**Run 1: PDN straps and rails**

Bar = 20 microns. Pins as bars on the die edge.
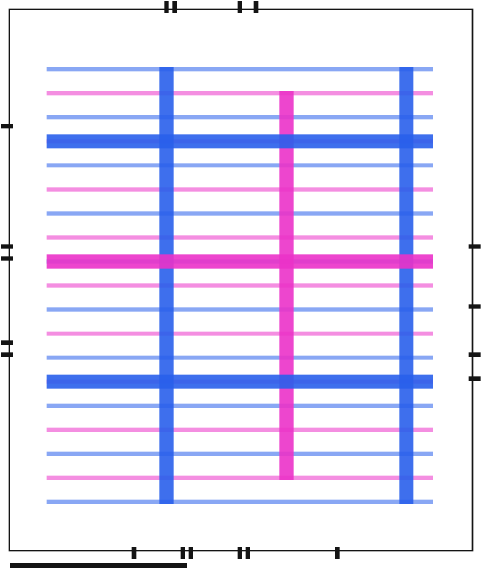
**Run 1: cells colored by class**

Bar = 20 microns.
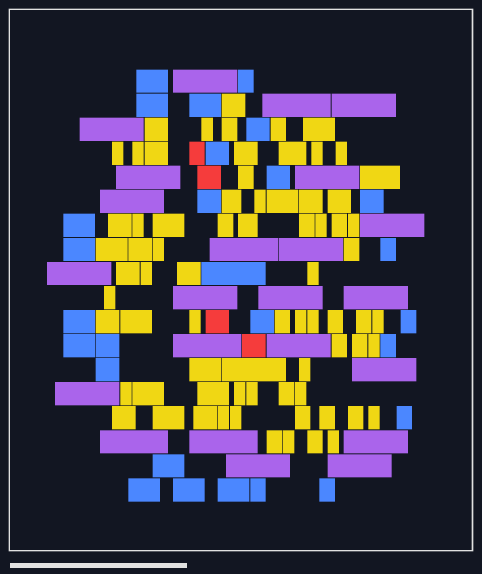
**Run 1: clock distribution**

Bar = 20 microns.
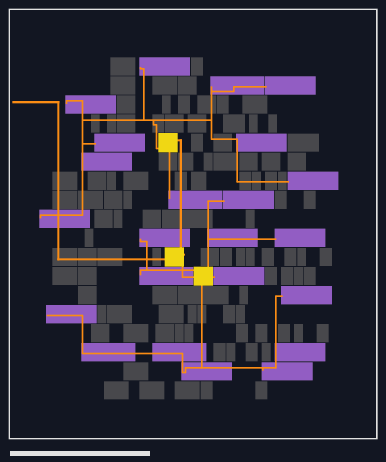
**Run 1: metal layers overlaid**

Two of the layers only.
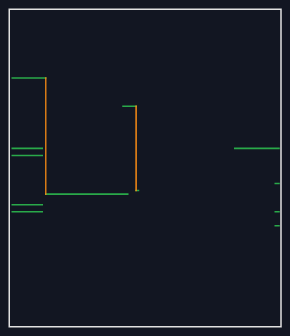
File: src/rtl/serial_subtractor_pkg.sv
// Shared definitions for the bit-serial subtractor: FSM encoding and sizing helpers.
package serial_subtractor_pkg;

  localparam int DEFAULT_WIDTH = 4;

  // DONE is the state in which the result word is visible on the outputs.
  localparam int PUBLISH_STATE_IDX = 2;

  localparam int CNT_W = $clog2(DEFAULT_WIDTH);

  typedef enum logic [1:0] {
    IDLE = 2'd0,
    RUN  = 2'd1,
    DONE = 2'(PUBLISH_STATE_IDX)
  } state_t;

  // Bit-counter width for an arbitrary operand width; never narrower than one bit.
  function automatic int cnt_width(input int w);
    return (w < 2) ? 1 : $clog2(w);
  endfunction

endpackage

File: src/rtl/serial_subtractor_if.sv
// Start/result handshake bundle for serial_subtractor.
// V exists only when SERIAL_SUB_OVF_EN is defined.
interface serial_subtractor_if
  import serial_subtractor_pkg::*;
#(
  parameter int WIDTH = DEFAULT_WIDTH
);

  logic             start;
  logic [WIDTH-1:0] A;
  logic [WIDTH-1:0] B;
  logic             Bin;
  logic             busy;
  logic             done;
  logic [WIDTH-1:0] Diff;
  logic             Bout;
`ifdef SERIAL_SUB_OVF_EN
  logic             V;

  modport master (output start, A, B, Bin, input busy, done, Diff, Bout, V);
  modport slave  (input start, A, B, Bin, output busy, done, Diff, Bout, V);
`else
  modport master (output start, A, B, Bin, input busy, done, Diff, Bout);
  modport slave  (input start, A, B, Bin, output busy, done, Diff, Bout);
`endif

endinterface

File: src/rtl/serial_subtractor_full_subtractor.sv
// Combinational one-bit full subtractor cell: d = a - b - bin, with borrow-out.
module full_subtractor (
  input  logic a,
  input  logic b,
  input  logic bin,
  output logic d,
  output logic bout
);

  assign d    = a ^ b ^ bin;
  assign bout = (~a & b) | (~(a ^ b) & bin);

endmodule

File: src/rtl/serial_subtractor.sv
// Bit-serial subtractor, LSB first, one full-subtractor cell plus a borrow flop.
// Optional signed-overflow output V is enabled by defining SERIAL_SUB_OVF_EN.
module serial_subtractor
  import serial_subtractor_pkg::*;
#(
  parameter int WIDTH = DEFAULT_WIDTH
) (
  input logic              clk,
  input logic              rst,
  serial_subtractor_if.slave bus
);

  localparam int CW = cnt_width(WIDTH);

  state_t           state;
  logic [WIDTH-1:0] a_sh;
  logic [WIDTH-1:0] b_sh;
  logic [WIDTH-1:0] res_sh;
  logic [CW-1:0]    cnt;
  logic             br;
  logic             d;
  logic             bo;
`ifdef SERIAL_SUB_OVF_EN
  logic             sign_a;
  logic             sign_b;
`endif

  full_subtractor u_cell (
    .a   (a_sh[0]),
    .b   (b_sh[0]),
    .bin (br),
    .d   (d),
    .bout(bo)
  );

  // The last RUN cycle's d is the result MSB, so the publish uses it directly.
  always_ff @(posedge clk) begin
    if (rst) begin
      state     <= IDLE;
      a_sh      <= '0;
      b_sh      <= '0;
      res_sh    <= '0;
      cnt       <= '0;
      br        <= 1'b0;
      bus.busy  <= 1'b0;
      bus.done  <= 1'b0;
      bus.Diff  <= '0;
      bus.Bout  <= 1'b0;
`ifdef SERIAL_SUB_OVF_EN
      sign_a    <= 1'b0;
      sign_b    <= 1'b0;
      bus.V     <= 1'b0;
`endif
    end else begin
      case (state)
        IDLE: begin
          bus.done <= 1'b0;
          if (bus.start) begin
            a_sh     <= bus.A;
            b_sh     <= bus.B;
            br       <= bus.Bin;
            cnt      <= '0;
            bus.busy <= 1'b1;
            state    <= RUN;
`ifdef SERIAL_SUB_OVF_EN
            sign_a   <= bus.A[WIDTH-1];
            sign_b   <= bus.B[WIDTH-1];
`endif
          end
        end
        RUN: begin
          a_sh   <= a_sh >> 1;
          b_sh   <= b_sh >> 1;
          res_sh <= {d, res_sh[WIDTH-1:1]};
          br     <= bo;
          cnt    <= cnt + CW'(1);
          if (cnt == CW'(WIDTH - 1)) begin
            state    <= DONE;
            bus.busy <= 1'b0;
            bus.done <= 1'b1;
            bus.Diff <= {d, res_sh[WIDTH-1:1]};
            bus.Bout <= bo;
`ifdef SERIAL_SUB_OVF_EN
            bus.V    <= (sign_a ^ sign_b) & (d ^ sign_a);
`endif
          end
        end
        DONE: begin
          bus.done <= 1'b0;
          state    <= IDLE;
        end
        default: begin
          bus.busy <= 1'b0;
          bus.done <= 1'b0;
          state    <= IDLE;
        end
      endcase
    end
  end

endmodule

File: src/flat_wrapper.sv
// flat-port wrapper written by rule: the top's interface ports become plain ports
module serial_subtractor_flat import serial_subtractor_pkg::*;
#(
  parameter int WIDTH = DEFAULT_WIDTH
)
  (clk, rst, bus_start, bus_A, bus_B, bus_Bin, bus_busy, bus_done, bus_Diff, bus_Bout);
  serial_subtractor_if #(.WIDTH(WIDTH)) bus_i ();
  input logic clk;
  input logic rst;
  input wire logic [$bits(bus_i.start)-1:0] bus_start;
  input wire logic [$bits(bus_i.A)-1:0] bus_A;
  input wire logic [$bits(bus_i.B)-1:0] bus_B;
  input wire logic [$bits(bus_i.Bin)-1:0] bus_Bin;
  output wire logic [$bits(bus_i.busy)-1:0] bus_busy;
  output wire logic [$bits(bus_i.done)-1:0] bus_done;
  output wire logic [$bits(bus_i.Diff)-1:0] bus_Diff;
  output wire logic [$bits(bus_i.Bout)-1:0] bus_Bout;
  assign bus_i.start = bus_start;
  assign bus_i.A = bus_A;
  assign bus_i.B = bus_B;
  assign bus_i.Bin = bus_Bin;
  assign bus_busy = bus_i.busy;
  assign bus_done = bus_i.done;
  assign bus_Diff = bus_i.Diff;
  assign bus_Bout = bus_i.Bout;
  serial_subtractor #(.WIDTH(WIDTH)) u_core (.clk(clk), .rst(rst), .bus(bus_i));
endmodule
File: config.mk
export PLATFORM = sky130hd
export DESIGN_NAME = serial_subtractor_flat
export DESIGN_NICKNAME = d
export VERILOG_FILES = /design/src/rtl/serial_subtractor_pkg.sv /design/src/rtl/serial_subtractor_if.sv /design/src/rtl/serial_subtractor_full_subtractor.sv /design/src/rtl/serial_subtractor.sv /design/src/flat_wrapper.sv
export SDC_FILE = /design/constraint.sdc
export NUM_CORES = 1
export LEC_CHECK = 0
export CAP_MARGIN = 30
export CORE_ASPECT_RATIO = 1.2
export CORE_MARGIN = 4
export CORE_UTILIZATION = 40
export CTS_CLUSTER_SIZE = 30
export DETAILED_ROUTE_END_ITERATION = 10
export MAX_ROUTING_LAYER = met4
export PLACE_DENSITY = 0.67
export SLEW_MARGIN = 20
export SYNTH_ARGS = -nofsm -noshare
export SYNTH_HDL_FRONTEND = slang
export SYNTH_HIERARCHICAL = 1
export SYNTH_SLANG_ARGS = --single-unit
export TNS_END_PERCENT = 20
File: constraint.sdc
create_clock -name clk -period 1.3 [get_ports clk]
set_clock_uncertainty 0.1 [all_clocks]
set_input_delay 0.195 -clock clk [delete_from_list [all_inputs] [get_ports clk]]
set_output_delay 0.195 -clock clk [all_outputs]
set_load 0.02 [all_outputs]
==> flow_summary_export.csv, run 1 <==
group,metric,value,unit
routing,dr.pass1.iters,2,
yosys,synthTopLogicFamily,"simple AND/OR/NAND/NOR gates",
cts,postCtsSetupBuffers,0,
final_layout,flops,23,
cts,cts_tree,"built",
final_layout,logic_area,422,sq um
yosys,yosysWarnings,6,
pwr,seqPwrFrac,60.0,%
cts,cts.sinks,23,
cts,clkTransAtPathRegs,0.12,ns
pwr,intPower,0.000955,W
yosys,simple_gate_share,17.7,%
final_layout,largest_class,"sequential cells",
setup_path,cp_num_buf_inv,1,
final_layout,sh_seq_area,39.1,%
job,maxCapViolations,0,
sta,max_slew_margin,76.9,%
yosys,adder_share,3.46,%
pwr,ir_worst_vdd,0.000669,V
routing,m1WireLength,798,microns
yosys,ys_area,940,sq um
sta,finalCritPeriodShare,96.0,%
floorplan,n_tap_cell,30,
yosys,ys_async_sr_fraction,0,%
final_layout,clkbuf_count,3,
setup_path,reg2reg_to,"u_core/bus.Diff[3]$_SDFFE_PP0P_",
sta,fmax,801,MHz
yosys,ys_seq_share,49.0,%
final_layout,multiInputCombCellCount,69,
yosys,yosysTopAreaCell,"dfxtp_1",
yosys,fp_nets,117,
sta,setup_viol,0,
yosys,synth_area,940,sq um
setup_path,cp_max_fo,2,
routing,antenna_left,0,
final_layout,comb_share,35.3,%
floorplan,fp.dieArea,3190,sq um
routing,dr_wl_met3,58,microns
final_layout,final_cell_mix,"dfxtp_1, nor2_1, clkdlybuf4s50_1, nand2_1",
yosys,synthCells,103,
placed_design,placed_area,1190,sq um
routing,dr_total_vias,761,
final_layout,final_util,55.8,%
worst_hold_path,hp-class,"reg -> reg",
floorplan,io_pins,19,
setup_path,required,1.45,ns
run_status,outcome,"finished, final reports clean",
setup_path,cp-end-kind,"flop",
floorplan,die_h,61.1,microns
floorplan,die-width,52.2,microns
setup_path,worstPathCellList,"inv_2, fa_1, nand3_1, a21oi_1",
yosys,synthTopCellsByCount,"dfxtp_1, nor2_1, nand2_1, a21oi_1, mux2i_1",
cts,hold_buffers,0,
cts,cts-buffers-inserted,3,
final_layout,layout_top_cell,"dfxtp_1",
yosys,edf_count,0,
routing,routed-wl-met2,846,microns
sta,tightestPinTransition,0.346,ns
setup_path,critPathArrivalTime,1.40,ns
setup_path,cp.depth,4,
sta,slew_viol_final,0,
final_layout,num-nonclk-buffers,27,
worst_hold_path,whs_path_depth,2,
final_layout,reg_top3,"u_core/a_sh x4, u_core/b_sh x4, u_core/bus.Diff x4",
yosys,avgSynthCellArea,9.12,sq um
final_layout,final_area,1190,sq um
yosys,ys_sh_xor,0,%
yosys,top_cell,"dfxtp_1",
Notes on 'PDN straps and rails' above:
VDD: in magenta. VSS: in blue.
19 signal pins sit on the boundary. The core has 18 rows. 3 straps on met5.

Notes on 'cells colored by class' above:
other buffers and delay cells: in blue, cells 27. clock drivers and dummy loads: in red, cells 4. all other logic: in yellow, cells 73. flip-flops: in purple, cells 23.

Notes on 'clock distribution' above:
flip-flops: in purple, count 23. cells driving clock nets: in yellow, count 3. clock wires: in orange, length 274 microns.
There are 4 routed clock nets.
insertion delay at the late pin of the worst-skew pair: 0.30 ns
Clock power frac: 25.4%
Clock net power: 0.000323 W

Notes on 'metal layers overlaid' above:
met3: in green, wire length 58.6 microns. met4: in orange, wire length 38.8 microns.
Avg WL per Cell: 11.1 microns
aggregate routed wire length: 1740 microns

## Run 2: what changed since run 1
Settings changed: ABC_AREA from default to 0.
==> flow_summary_export.csv, run 2 <==
group,metric,value,unit
setup_path,reg2reg_to,"u_core/bus.Diff[3]$_SDFFE_PP0P_",
sta,tns,0,ns
final_layout,clkbuf_count,3,
final_layout,final_area,1190,sq um
yosys,edf_count,0,
sta,slew_viol_final,0,
pwr,intPower,0.000955,W
pwr,maxPowerGroup,"sequential cells",
pwr,share_comb_of_total_power,14.6,%
yosys,synthFlopType,"dfxtp_1",
cts,cts-buffers-inserted,3,
worst_hold_path,whs_endpoint,"u_core/bus.Diff[3]$_SDFFE_PP0P_",
floorplan,io_pins,19,
yosys,synth_cell_types,22,
pwr,swShare,24.9,%
floorplan,die_h,61.1,microns
yosys,ys_seq_share,49.0,%
cts,postCtsSetupBuffers,0,
sta,max_slew_margin,76.9,%
cts,hold_buffers,0,
final_layout,final_util,55.8,%
setup_path,required,1.45,ns
routing,vias_per_cell,4.85,
sta,fin_ws,0.0515,ns
final_layout,num-nonclk-buffers,27,
floorplan,n_tap_cell,30,
yosys,ys_area,940,sq um
yosys,synthTopCellsByCount,"dfxtp_1, nor2_1, nand2_1, a21oi_1, mux2i_1",
sta,finalCritPeriodShare,96.0,%
final_layout,largest_class,"sequential cells",
yosys,yosysTopAreaCell,"dfxtp_1",
yosys,fp_nets,117,
setup_path,cp_max_fo,2,
routing,dr.pass1.iters,2,
final_layout,flops,23,
pwr,ir_worst_vdd,0.000669,V
yosys,yosysWarnings,6,
setup_path,worstPathCellList,"inv_2, fa_1, nand3_1, a21oi_1",
setup_path,critPathArrivalTime,1.40,ns
floorplan,die-width,52.2,microns
yosys,synthTopLogicFamily,"simple AND/OR/NAND/NOR gates",
sta,hold_viol,0,
routing,drt-initial-drc-count,15,
cts,cts.sinks,23,
routing,routedWlPerCell,11.1,microns
final_layout,layout_top_cell,"dfxtp_1",
routing,m1WireLength,798,microns
final_layout,multiInputCombCellCount,69,
cts,clkTransAtPathRegs,0.12,ns
final_layout,reg_top3,"u_core/a_sh x4, u_core/b_sh x4, u_core/bus.Diff x4",
final_layout,logic_area,422,sq um
yosys,top_cell,"dfxtp_1",
yosys,avgSynthCellArea,9.12,sq um
yosys,ys_async_sr_fraction,0,%
sta,setup_viol,0,
routing,dr_wl_met3,58,microns
worst_hold_path,min_from,"u_core/bus.Diff[3]$_SDFFE_PP0P_",
routing,routed_wl,1740,microns
worst_hold_path,whs_path_depth,2,
placed_design,placed_area,1190,sq um
run_status,outcome,"finished, final reports clean",
floorplan,fp.dieArea,3190,sq um
yosys,adder_share,3.46,%
pwr,sequentialPower,0.000763,W
job,maxCapViolations,0,
sta,tightestPinTransition,0.346,ns
cts,insertion_delay,0.30,ns
sta,fmax,801,MHz
pwr,pwr-share-clk,25.4,%
setup_path,cp-end-kind,"flop",
final_layout,comb_share,35.3,%
yosys,ys_sh_xor,0,%
worst_hold_path,hp-class,"reg -> reg",
cts,clock_path_buffers,2,
routing,antenna_left,0,
setup_path,cp_num_buf_inv,1,
routing,dr_total_vias,761,
setup_path,cp.depth,4,
yosys,simple_gate_share,17.7,%
pwr,power,0.00127,W
routing,dr.max_layer_used,"met4",
sta,rsz0062_at_grt,"true",
final_layout,nFillCells,192,
yosys,synth_area,940,sq um
routing,routed-wl-met2,846,microns
final_layout,final_cell_mix,"dfxtp_1, nor2_1, clkdlybuf4s50_1, nand2_1",
pwr,seqPwrFrac,60.0,%
cts,cts_tree,"built",
yosys,synthCells,103,
pwr,powerClk,0.000323,W
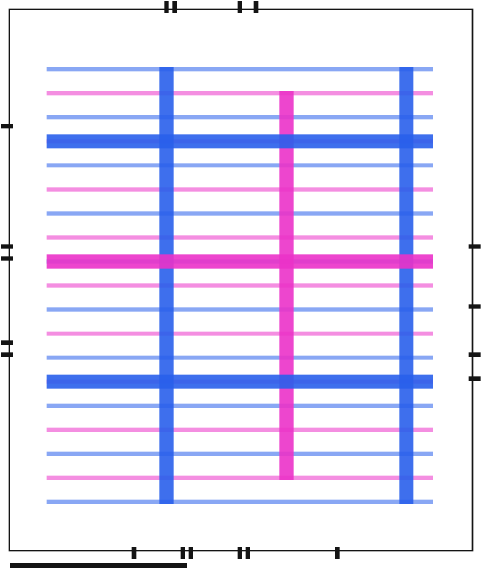
**Above:** run 2 (PDN straps and rails).
Bar = 20 microns. Pins as bars on the die edge.
VDD: in magenta. VSS: in blue.
19 signal pins sit on the boundary. 3 straps on met5. 3 straps on met4. The core has 18 rows.

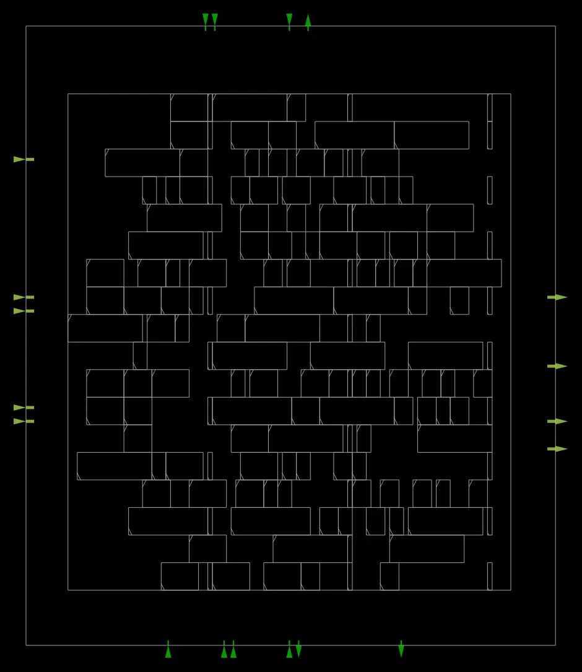
**Above:** run 2 (placement view).
num rows: 18
sequential cell area share: 39.1%

## Run 3: what changed since run 2
Settings changed: CTS_CLUSTER_SIZE 30 to default.
==> flow_summary_export.csv, run 3 <==
group,metric,value,unit
run_status,outcome,"finished, final reports clean",
sta,finalCriticalPeriod,1.25,ns
routing,dr.max_layer_used,"met4",
pwr,swShare,24.9,%
setup_path,required,1.45,ns
floorplan,core,2140,sq um
yosys,yosysWarnings,6,
final_layout,n_antenna_cell,0,
floorplan,rows,18,
cts,hold_buffers,0,
cts,postCtsSetupBuffers,0,
grt,grt_pass1_vias,738,
setup_path,reg2reg_to,"u_core/bus.Diff[3]$_SDFFE_PP0P_",
yosys,avgSynthCellArea,9.12,sq um
setup_path,cp_max_fo,2,
yosys,synth_flops,23,
sta,fmax,801,MHz
routing,antenna_left,0,
pwr,intPower,0.000955,W
pwr,pg_comb,0.000185,W
setup_path,slowest_stage,"fa_1",
pwr,ir_worst_vdd,0.000669,V
yosys,fp_nets,117,
final_layout,logic_area,422,sq um
grt,met3_usage,2.18,%
final_layout,reg_top3,"u_core/a_sh x4, u_core/b_sh x4, u_core/bus.Diff x4",
yosys,ys_async_sr_fraction,0,%
final_layout,sh_seq_area,39.1,%
pwr,p_sw,0.000316,W
setup_path,slowest_delay,0.52,ns
final_layout,multiInputCombCellCount,69,
grt,grt-busiest-layer,"met2",
cts,cts-buffers-inserted,3,
final_layout,clkbuf_count,3,
yosys,yosysTopAreaCell,"dfxtp_1",
yosys,synthFlopType,"dfxtp_1",
placed_design,hpwl,1290,microns
pwr,powerClk,0.000323,W
grt,grt_max_degree,16,
routing,m1WireLength,798,microns
final_layout,clkCellAreaFrac,2.31,%
cts,cts.sinks,23,
final_layout,fin_cells,157,
setup_path,r2r-start,"u_core/br$_SDFFE_PP0P_",
floorplan,fp.dieArea,3190,sq um
setup_path,critPathLaunch,"u_core/br$_SDFFE_PP0P_",
worst_hold_path,whs_path_depth,2,
job,maxCapViolations,0,
sta,hold_viol,0,
sta,fin_ws,0.0515,ns
sta,hold_ws,0.361,ns
final_layout,nets,142,
yosys,synth_area,940,sq um
floorplan,io_pins,19,
placed_design,dp.cells,153,
pwr,leakagePower,0.487,nW
yosys,synth_cell_types,22,
yosys,area_leaders,"dfxtp_1, mux2i_1, a211oi_1",
sta,setup_viol,0,
pwr,pwr-share-clk,25.4,%
sta,rsz0062_at_grt,"true",
final_layout,final_util,55.8,%
pwr,power_density,1070,nW/um^2
yosys,adder_share,3.46,%
pwr,sequentialPower,0.000763,W
pwr,share_comb_of_total_power,14.6,%
setup_path,path_delay_family,"adder cells",
cts,insertion_delay,0.30,ns
final_layout,nFillCells,192,
routing,drt-initial-drc-count,15,
yosys,ys_seq_share,49.0,%
worst_hold_path,whs_endpoint,"u_core/bus.Diff[3]$_SDFFE_PP0P_",
routing,routed-wl-met2,846,microns
routing,dr.pass1.iters,2,
pwr,power,0.00127,W
setup_path,worstPathCellList,"inv_2, fa_1, nand3_1, a21oi_1",
final_layout,comb_share,35.3,%
setup_path,worstSetupPathType,"reg -> reg",
final_layout,drive_gt1_share,21.3,%
cts,cts_resized,9,
job,warnings,27,
cts,clkTransAtPathRegs,0.12,ns
routing,dr_wl_met3,58,microns
sta,slew_viol_final,0,
setup_path,cp-endpoint,"u_core/bus.Diff[3]$_SDFFE_PP0P_",
setup_path,cp_num_buf_inv,1,
routing,vias_per_cell,4.85,
placed_design,routabilityCongestion,0.723,
worst_hold_path,min_from,"u_core/bus.Diff[3]$_SDFFE_PP0P_",
floorplan,fp-utilization,43.9,%
worst_hold_path,hp-class,"reg -> reg",
final_layout,final_area,1190,sq um
sta,tightestPinTransition,0.346,ns
routing,routed_wl,1740,microns
setup_path,cp-start-kind,"flop",
final_layout,largest_class,"sequential cells",
floorplan,die_h,61.1,microns
cts,clock_path_buffers,2,
yosys,ys_area,940,sq um
final_layout,seq_area,467,sq um
final_layout,n_all_inverters,4,
final_layout,final_cell_mix,"dfxtp_1, nor2_1, clkdlybuf4s50_1, nand2_1",
yosys,edf_count,0,
final_layout,num-nonclk-buffers,27,
final_layout,flops,23,
grt,use_met2,21.9,%
yosys,synthTopCellsByCount,"dfxtp_1, nor2_1, nand2_1, a21oi_1, mux2i_1",
cts,cts_tree,"built",
yosys,simple_gate_share,17.7,%
setup_path,cp-end-kind,"flop",
floorplan,die-width,52.2,microns
placed_design,placed_area,1190,sq um
pwr,seqPwrFrac,60.0,%
setup_path,critPathArrivalTime,1.40,ns
grt,grt_pass1_wl,2950,microns
yosys,muxShareOfSynthArea,9.59,%
routing,drc,0,
grt,use_met1,14.1,%
floorplan,n_tap_cell,30,
sta,tns,0,ns
cts,cts_root_buffer,"clkbuf_4",
sta,finalCritPeriodShare,96.0,%
setup_path,cp.depth,4,
grt,globalRoute.totalOverflow,0,
yosys,ys_sh_aoi,14.1,%
yosys,synthTopLogicFamily,"simple AND/OR/NAND/NOR gates",
yosys,synthCells,103,
sta,max_slew_margin,76.9,%
routing,routedWlPerCell,11.1,microns
placed_design,pre_cts_ws,-0.188,ns
yosys,ys_sh_xor,0,%
setup_path,worst-r2r-cell-count,4,
final_layout,layout_top_cell,"dfxtp_1",
cts,htree_levels,1,
yosys,ys_cells,103,
yosys,top_cell,"dfxtp_1",
final_layout,bufAreaShareNonClock,18.9,%
pwr,maxPowerGroup,"sequential cells",
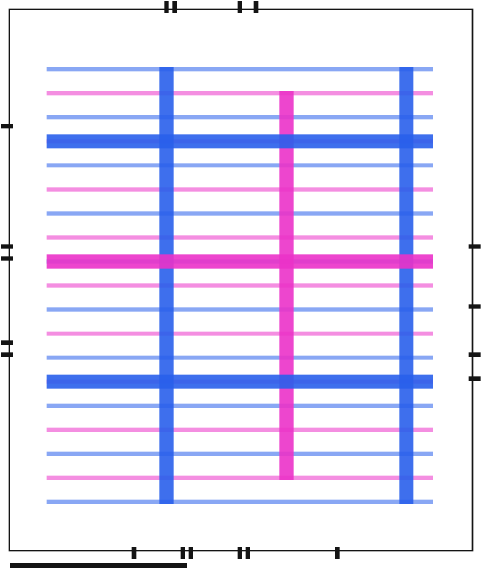
**Above:** run 3 (PDN straps and rails).
Bar = 20 microns. Pins as bars on the die edge.
VSS: in blue. VDD: in magenta.
19 met1 rails follow the rows. 3 straps on met5. 19 signal pins sit on the boundary.

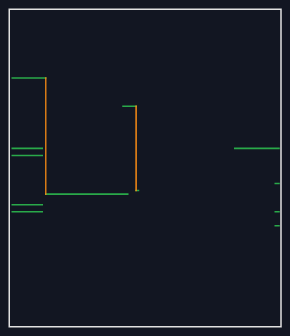
**Above:** run 3 (metal layers overlaid).
Two of the layers only.
met4: in orange, wire length 38.8 microns. met3: in green, wire length 58.6 microns.
GRT Resource Usage Total: 12.7%
Via Count: 761

Power is estimated from default activity; no workload was simulated.
